==> config.mk <==
export PLATFORM = sky130hd
export DESIGN_NAME = forward_converter_33_32_31_pipe
export DESIGN_NICKNAME = d
export VERILOG_FILES = /design/src/rtl/rns_pkg.sv /design/src/rtl/mod_2n_pm1_reduce.sv /design/src/rtl/forward_converter_33_32_31_pipe.sv
export SDC_FILE = /design/constraint.sdc
export NUM_CORES = 1
export LEC_CHECK = 0
export CAP_MARGIN = 10
export CORE_MARGIN = 10
export CORE_UTILIZATION = 55
export DETAILED_ROUTE_END_ITERATION = 16
export GPL_TIMING_DRIVEN = 0
export PLACE_DENSITY = 0.89
export SETUP_SLACK_MARGIN = 0.4
export SYNTH_ARGS = -nofsm -noshare
export SYNTH_HDL_FRONTEND = slang
export SYNTH_SLANG_ARGS = --single-unit
==> constraint.sdc <==
create_clock -name clk -period 3.3 [get_ports clk]
set_input_delay 0.33 -clock clk [delete_from_list [all_inputs] [get_ports clk]]
set_output_delay 0.33 -clock clk [all_outputs]
set_load 0.02 [all_outputs]
clk_routes.png
(6 px per um)
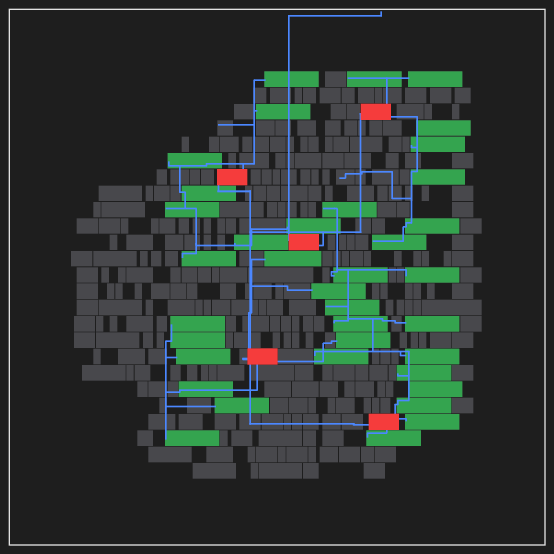
[clock wires] blue | length: 520 um
[flip-flops] green | count: 37
[clock drivers] red | count: 5
routed clock nets: 6
clock network fraction of total power: 19.6%
clock network power: 414 uW

clocks.png
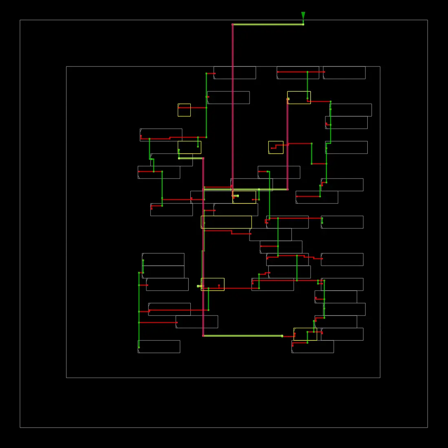
number of clock buffers inserted by TritonCTS: 5
clock tree buffer count of the final layout: 5
Insertion Delay late pin: 0.31 ns
num sequential: 37

layer_met2.png
(4 px per um) Cells faint in the background.
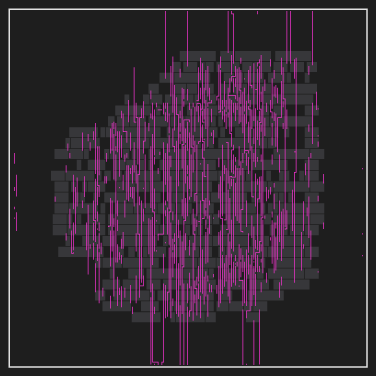
wire length on this layer: 3030 um
share of all routed wire: 51%
longest straight run: 43.2 um
Final Routed Wirelength: 6.00 mm
GR Util met2: 28.7%
overall via count from detail_route: 2144

==> flow_results.org <==
#+TITLE: Flow metrics

** Status
- Run status :: finished, final reports clean

** Timing
- The final hold violation count recorded for this run is 0.
- The final timing report lists clock skew as 0.00948 ns.
- The final timing report lists a max-slew violation count of 0.
- In the post-route analysis, the smallest setup slack over all paths is 0.588 ns.
- The tightest hold path in the finished design has a slack of 0.440 ns.
- Post-route minimum period :: about 2.7 ns
- OpenROAD reports that the post-layout worst path occupies 82.2% of the period.

** Finish
- Measured on the final layout, the clock distribution area share stands at 3.58%.
- Registers take 927 sq um.
- Leaving out fill and tap cells, the most frequent cells in the layout are nand2_1, clkdlybuf4s50_1, dfrtp_1.
- The final report lists a non-filler cell total of 387.
- Post-layout net count :: 382
- Number of multi-input logic gates :: 203
- Fill cell instance count of the final layout :: 347
- Leaving out the clock tree, the finished layout contains an inverter count of 35.
- Cell area after layout :: 3220 sq um
- Top cell excl fill/tap :: nand2_1
- Post-layout util :: 69.1%
- Combinational share of cell area :: 47.3%

** GRT
- GRT met1 Usage :: 18.6%
- Per the GRT congestion report, total overflow comes to 0.
- Global routing put the most usage on met2.
- All-Layer GR Usage :: 16.2%
- The number of antenna violations at the first check in global routing is 0.
- Via count of the first global-routing pass :: 2228
- Routing resource usage on met3 recorded by global route was approximately 2.7%.

** Logic synthesis
- Counting every instance in the synthesized netlist gives roughly 290.
- Per the synth stats, the proportion of register bits with asynchronous set or reset is 100%.
- Dominant kind of combinational cell :: adder cells
- The synthesized netlist devotes 18.2% of its cell area to adder and majority cells.
- For reference, XOR and XNOR gates occupy between 3 and 4% of the area reported after synthesis.
- Post-synthesis compound-gate area fraction :: 15.8%
- Per Yosys stat, the portion of area used by sequential elements is 35.3%.
- Biggest area cells :: dfrtp_1, fa_1, ha_1
- Share of the synthesized area in the top cell type :: 35.3%
- Chip area estimate from yosys synthesis :: 2620 sq um
- Most common cell in the netlist :: nand2_1
- Commonest flop :: dfrtp_1
- Each instance of the synthesized netlist takes up on average 9.17 sq um.
- After synthesis the cells add up to 2620 sq um.
- Most common library cells after synthesis :: nand2_1, dfrtp_1, inv_1

** Clock tree
- The clock drives 37 sinks.
- Post-CTS Repair Setup Buffers :: 0
- For reference, the clock transition at the flip-flops on the worst setup and hold paths is 0.08 ns.
- Max clock buf depth :: 2

** Pwr
- Power dissipated by switching net loads :: about 840 uW
- Share of total power consumed by net switching :: 39.8%
- Overall power consumption after layout is estimated at 2110 uW.
- Looking at the VDD voltage map, the peak drop is 0.000236 V.
- Cell area power density :: ~660 nW/um^2
- Combinational power :: between 1000 and 1500 uW
- The leakage component of the power was reported as 0.00153 uW.

** Die
- According to the floorplan report, the total die area is approximately 7900 sq um.
- Count of standard-cell rows :: 25
- In this run the vertical extent of the chip is 89.0 um.
- Well-Tap Cells :: 54
- The floorplan report gives the top-level pin count as 38.
- The core region is about 4700 sq um.
- The floorplan step records an initial core utilization of 56.2%.

** Placed design
- RD Place Congestion :: 0.853
- Logged for this run, the post-placement worst setup slack is roughly 0.36 ns.
- Placed insts :: 377
- Area after detailed placement :: 3080 sq um

** Route
- Wire segments on met2 add up to 3.03 mm in the final route.
- The routed wirelength on the met1 layer is recorded as approximately 2.5 mm.
- Vias per cell :: 5.54
- The script parses the final routing iteration and logs DRC violations as 0.

** Worst setup path
- Required time at the worst-slack endpoint :: 3.52 ns
- In this run the number of cells on the critical path is 11.
- Critical Path, Cell by Cell :: ha_1 > a21oi_4 > nor2_1 > ha_1 > ha_1 > o21a_1 > a31o_2 > a21oi_1 > xnor2_1 > and4_1 > nor3_1
- Max stage delay on crit path :: 0.43 ns
- Worst-case register-to-register setup slack :: 0.59 ns
- Kind of launch point of the worst setup path :: flop
- Buffer-and-inverter tally for the worst setup path :: 0
- In this design, the largest share of critical-path delay is due to adder cells.

** Run
- Per the run summary, max-cap violations total 0.

** Hold path
- Type of the tightest min-delay check :: in -> async
Power figures rest on the tool's default switching activity, not on a simulated workload.
